--- src/rtl/imem_ctrl.sv ---
`default_nettype none
// +----------------------------------------------------------------------+
// | imem_ctrl: boot-loads a 2^ADX_LENGTH x DATA_WIDTH instruction SRAM   |
// | from a valid/ready stream, then fetches one instruction per cycle.   |
// | Revision: 1.0                                                        |
// +----------------------------------------------------------------------+
module imem_ctrl #(
  parameter int DATA_WIDTH = 32,
  parameter int ADX_LENGTH = 7
) (
  input  logic                  clk,
  input  logic                  rst,
  input  logic                  load_start,
  input  logic                  load_valid,
  input  logic [DATA_WIDTH-1:0] load_data,
  input  logic                  load_last,
  output logic                  load_ready,
  output logic                  load_err,
  input  logic                  run,
  input  logic                  stall,
  input  logic                  br_en,
  input  logic [ADX_LENGTH-1:0] br_target,
  input  logic                  halt_req,
  output logic [ADX_LENGTH-1:0] mem_adx,
  output logic                  mem_WrEn,
  output logic [DATA_WIDTH-1:0] mem_wdata,
  input  logic [DATA_WIDTH-1:0] mem_rdata,
  output logic [DATA_WIDTH-1:0] instr,
  output logic                  instr_valid,
  output logic [ADX_LENGTH-1:0] pc,
  output logic [1:0]            state
);

  typedef enum logic [1:0] {
    S_IDLE = 2'd0,
    S_LOAD = 2'd1,
    S_RUN  = 2'd2,
    S_HALT = 2'd3
  } state_t;

  localparam logic [ADX_LENGTH-1:0] c_ADX_MAX = '1;
  localparam logic [ADX_LENGTH-1:0] c_ADX_ONE = {{(ADX_LENGTH-1){1'b0}}, 1'b1};

  state_t                  r_state;
  logic [ADX_LENGTH-1:0]   r_fetch_pc;
  logic [ADX_LENGTH-1:0]   r_wptr;
  logic [DATA_WIDTH-1:0]   r_instr;
  logic [ADX_LENGTH-1:0]   r_pc;
  logic                    r_instr_valid;
  logic                    r_load_err;

  logic                    w_in_load;
  logic                    w_load_wr;

  assign w_in_load = (r_state == S_LOAD);
  assign w_load_wr = w_in_load && load_valid;

  assign load_ready  = w_in_load;
  assign mem_WrEn    = ~w_load_wr;
  assign mem_adx     = w_in_load ? r_wptr : r_fetch_pc;
  assign mem_wdata   = w_in_load ? load_data : '0;
  assign load_err    = r_load_err;
  assign instr       = r_instr;
  assign instr_valid = r_instr_valid;
  assign pc          = r_pc;
  assign state       = r_state;

  always_ff @(posedge clk or posedge rst) begin
    if (rst) begin
      r_state       <= S_IDLE;
      r_fetch_pc    <= '0;
      r_wptr        <= '0;
      r_instr       <= '0;
      r_pc          <= '0;
      r_instr_valid <= 1'b0;
      r_load_err    <= 1'b0;
    end else begin
      case (r_state)
        S_IDLE, S_HALT: begin
          r_instr_valid <= 1'b0;
          if (load_start) begin
            r_state    <= S_LOAD;
            r_wptr     <= '0;
            r_load_err <= 1'b0;
          end else if (run) begin
            r_state    <= S_RUN;
            r_fetch_pc <= '0;
          end
        end
        S_LOAD: begin
          if (load_valid) begin
            r_wptr <= r_wptr + c_ADX_ONE;
            // A full memory without load_last ends the load and flags overflow.
            if (load_last) begin
              r_state <= S_IDLE;
            end else if (r_wptr == c_ADX_MAX) begin
              r_state    <= S_IDLE;
              r_load_err <= 1'b1;
            end
          end
        end
        S_RUN: begin
          if (halt_req) begin
            r_state       <= S_HALT;
            r_instr_valid <= 1'b0;
          end else if (br_en) begin
            // The word fetched this cycle is wrong-path, so drop it.
            r_fetch_pc    <= br_target;
            r_instr_valid <= 1'b0;
          end else if (!stall) begin
            r_instr       <= mem_rdata;
            r_pc          <= r_fetch_pc;
            r_instr_valid <= 1'b1;
            r_fetch_pc    <= r_fetch_pc + c_ADX_ONE;
          end
        end
        default: r_state <= S_IDLE;
      endcase
    end
  end

endmodule
`default_nettype wire

--- config.mk ---
export PLATFORM = sky130hd
export DESIGN_NAME = imem_ctrl
export DESIGN_NICKNAME = d
export VERILOG_FILES = /design/src/rtl/imem_ctrl.sv
export SDC_FILE = /design/constraint.sdc
export NUM_CORES = 1
export LEC_CHECK = 0
export CAP_MARGIN = 40
export CORE_UTILIZATION = 38
export DETAILED_ROUTE_END_ITERATION = 10
export GPL_TIMING_DRIVEN = 0
export MAX_ROUTING_LAYER = met4
export PLACE_DENSITY = 0.88
export SYNTH_ARGS = -nofsm -noshare
export SYNTH_HDL_FRONTEND = slang
export SYNTH_SLANG_ARGS = --single-unit
export TNS_END_PERCENT = 30
--- constraint.sdc ---
create_clock -name clk -period 2.1 [get_ports clk]
set_input_delay 0.42 -clock clk [delete_from_list [all_inputs] [get_ports clk]]
set_output_delay 0.42 -clock clk [all_outputs]
set_load 0.005 [all_outputs]
Figure 1. M3 wires (run 1).
Bar = 20 um.
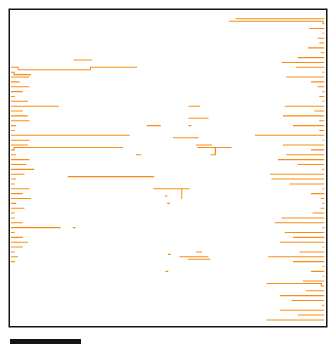
wire length on this layer: 758 um
nets with wire on the layer: 113
main direction: horizontal

Figure 2. Signal wires on met2 (run 1).
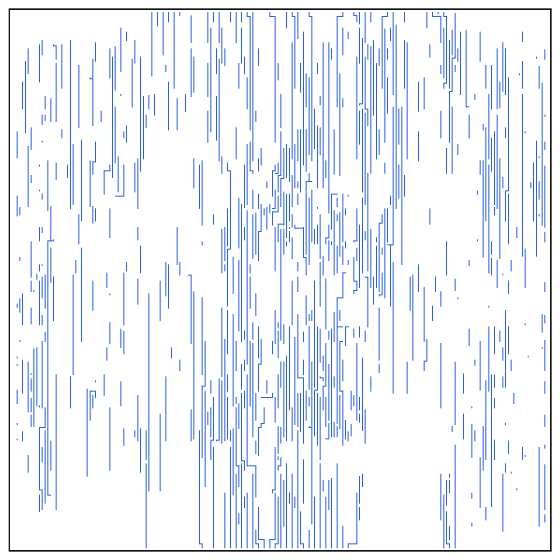
main direction: vertical
longest straight run: 41.6 um
share of all routed wire: 51%

Figure 3. Signal wires on met1 (run 1).
Bar = 20 um. Cells faint in the background.
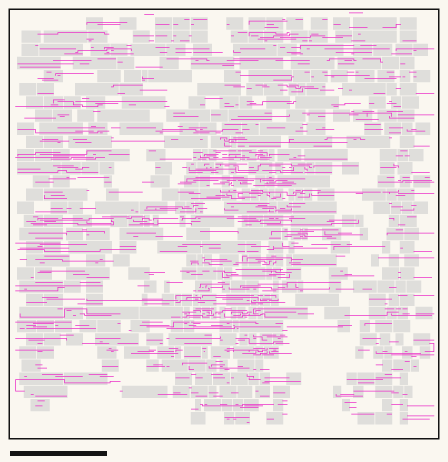
longest straight run: 24.4 um
nets with wire on the layer: 433
main direction: horizontal
share of all routed wire: 38%
wire length on this layer: 3050 um
via count: 2673
final WL: 8060 um
met1 Usage GRT: 23.0%

Figure 4. Clock nets (run 1).
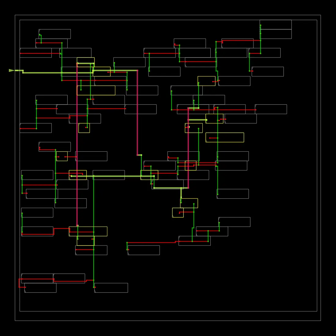
clock buf count: 9
Clock Power: 1.28 mW
Clock Skews: 0.00712 ns

==> results.cfg, run 1 <==
; generated from flow reports
[run_status]
outcome = finished clean

[cts]
cts.repair.resized = 75
clockBufferDepth = 2
post_cts_buffers = 8
cts.sinks = 57

[cells_and_area]
final_cell_mix = clkdlybuf4s50_1 (123), dfrtp_1 (56), mux2_2 (41)
largest_register_ffs = 32
largest_cell_class = non-clock buffers
design_area_um2 = 4920
layout_top_cell = clkdlybuf4s50_1
seq_share_pct = 29.0
fill_cells = 575
fin_nets = 521
n_all_inverters = 10

[pwr]
pg_seq_mw = 1.92
power_mw = 6.20
pg_comb_mw = 3.00

[synth]
top_logic_kind = multiplexers
ys_sh_mux_pct = 19.4
compound_area_share_pct = 6.47
yosysTopAreaCell = dfrtp_1

[setup_path]
startpoint = state[1]
crit_slowest_cell = dfrtp_1
cp_top_family = buffers and inverters
path_class = register to primary output
crit_path_end_kind = primary output
crit_cells = 6
r2r-end = state[0]

[die]
rows = 31
fp_util_pct = 39.2
pin_count = 164

[final_timing]
finalSetupViolCount = 0
whs_ns = 0.444
setup_ws_ns = 0.0239
max_freq_ghz = 0.482

[global_routing]
antenna_found_initial = 0

[routing]
wirelength_met1_um = 3050
drt_iter0_drc = 165

[placement]
place_hpwl_um = 6090

[run]
tool_warnings = 30
-- run 1: cell usage after synthesis --
cell type and instances:
nand3_1 15, mux2i_1 1, buf_1 1, buf_2 3, mux2_1 7, nand2_1 11, o2bb2ai_1 4, buf_4 1
dfrtp_1 57, o41ai_1 1, a22o_1 1, and2_1 33, a222oi_1 1, o21ai_0 8, ha_1 5, a21oi_1 5
a22oi_1 1, nor2_1 11, nor2b_1 3, xnor2_1 4, nand4_1 2, nor4_1 2, o22a_1 1, inv_1 9
o21ai_1 3, nor3_1 5, o211ai_1 2, mux2_2 41, buf_6 2, a32o_1 1, clkbuf_1 5, nor3b_1 1
nand2b_1 3, clkinv_1 1, nand4b_1 1, nor3_2 1
==> run 2: changes to the inputs <==
--- a/config.mk
+++ b/config.mk
@@ -8,10 +8,10 @@
 export CAP_MARGIN = 40
 export CORE_UTILIZATION = 38
 export DETAILED_ROUTE_END_ITERATION = 10
+export GPL_ROUTABILITY_DRIVEN = 0
 export GPL_TIMING_DRIVEN = 0
 export MAX_ROUTING_LAYER = met4
 export PLACE_DENSITY = 0.88
 export SYNTH_ARGS = -nofsm -noshare
 export SYNTH_HDL_FRONTEND = slang
 export SYNTH_SLANG_ARGS = --single-unit
-export TNS_END_PERCENT = 30
Figure 5. M3 wires (run 2).
Bar = 20 um.
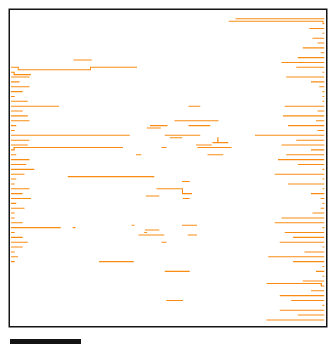
nets with wire on the layer: 120
longest straight run: 32.9 um
wire length on this layer: 809 um
main direction: horizontal
share of all routed wire: 9.8%

==> results.cfg, run 2 <==
; generated from flow reports
[synth]
ys_sh_mux_pct = 19.4
top_cell = dfrtp_1
netlist_top_cells_count = dfrtp_1 (57), mux2_2 (41), and2_1 (33)
ys_dominant_reg_cell = dfrtp_1
synth-seq-cells = 57
top_cell_area_share_pct = 50.2
compound_area_share_pct = 6.47
edf_count = 0
async_flop_share_pct = 100
yosysTopAreaCell = dfrtp_1

[cts]
clockBufferDepth = 2
post_cts_buffers = 11
cts.repair.resized = 104
cts.sinks = 57
htree_num_levels = 3

[run_status]
outcome = finished clean

[placement]
place_hpwl_um = 6090

[pwr]
pg_comb_mw = 3.14
power_mw = 6.35
pg_seq_mw = 1.93
p_clk_mw = 1.28

[cells_and_area]
layout-drive-gt1-share_pct = 25.9
design_area_um2 = 4970
layout_top_cell = clkdlybuf4s50_1
fin_nets = 524

[global_routing]
met1_usage_pct = 23.0

[routing]
drt_iter0_drc = 246
vias = 2707
wl_um = 8240
wirelength_met1_um = 3040

[run]
tool_warnings = 30

[final_timing]
max_freq_ghz = 0.488
fin_worst_skew_ns = 0.00709
fin_setup_tns_ns = 0
worst_slew_pin_slew_ns = 0.619
whs_ns = 0.443

[setup_path]
r2r_slack_ns = 0.05
path_class = register to primary output
cp.buffers_inverters = 4
crit_slowest_cell = dfrtp_1
cp_top_family = buffers and inverters

[die]
rows = 31
pin_count = 164
fp_util_pct = 39.2
-- run 2: cell counts after synthesis --
Identical to the previous run, type by type.
-- run 2: cell type report --
class / instances / area (um^2)
buffer: 11 / 121
clock inverter: 7 / 125
multi-input combinational: 174 / 1370
fill: 580 / 2280
tap: 99 / 124
timing repair buffer: 176 / 1640
clock buffer: 9 / 124
inverter: 10 / 37.5
sequential: 57 / 1430
-- run 2: path summary, 6_finish.rpt --
check                          from         end  cells past startpoint
max                        state[1]  mem_adx[5]                      6
min                             rst   instr[26]                      2
max reg2reg                state[0]    state[0]                      8
min reg2reg                instr[4]    instr[4]                      1
max in group asynchronous       rst    state[0]                      3
min in group clk           instr[4]    instr[4]                      1
Power and IR drop assume default switching activity.
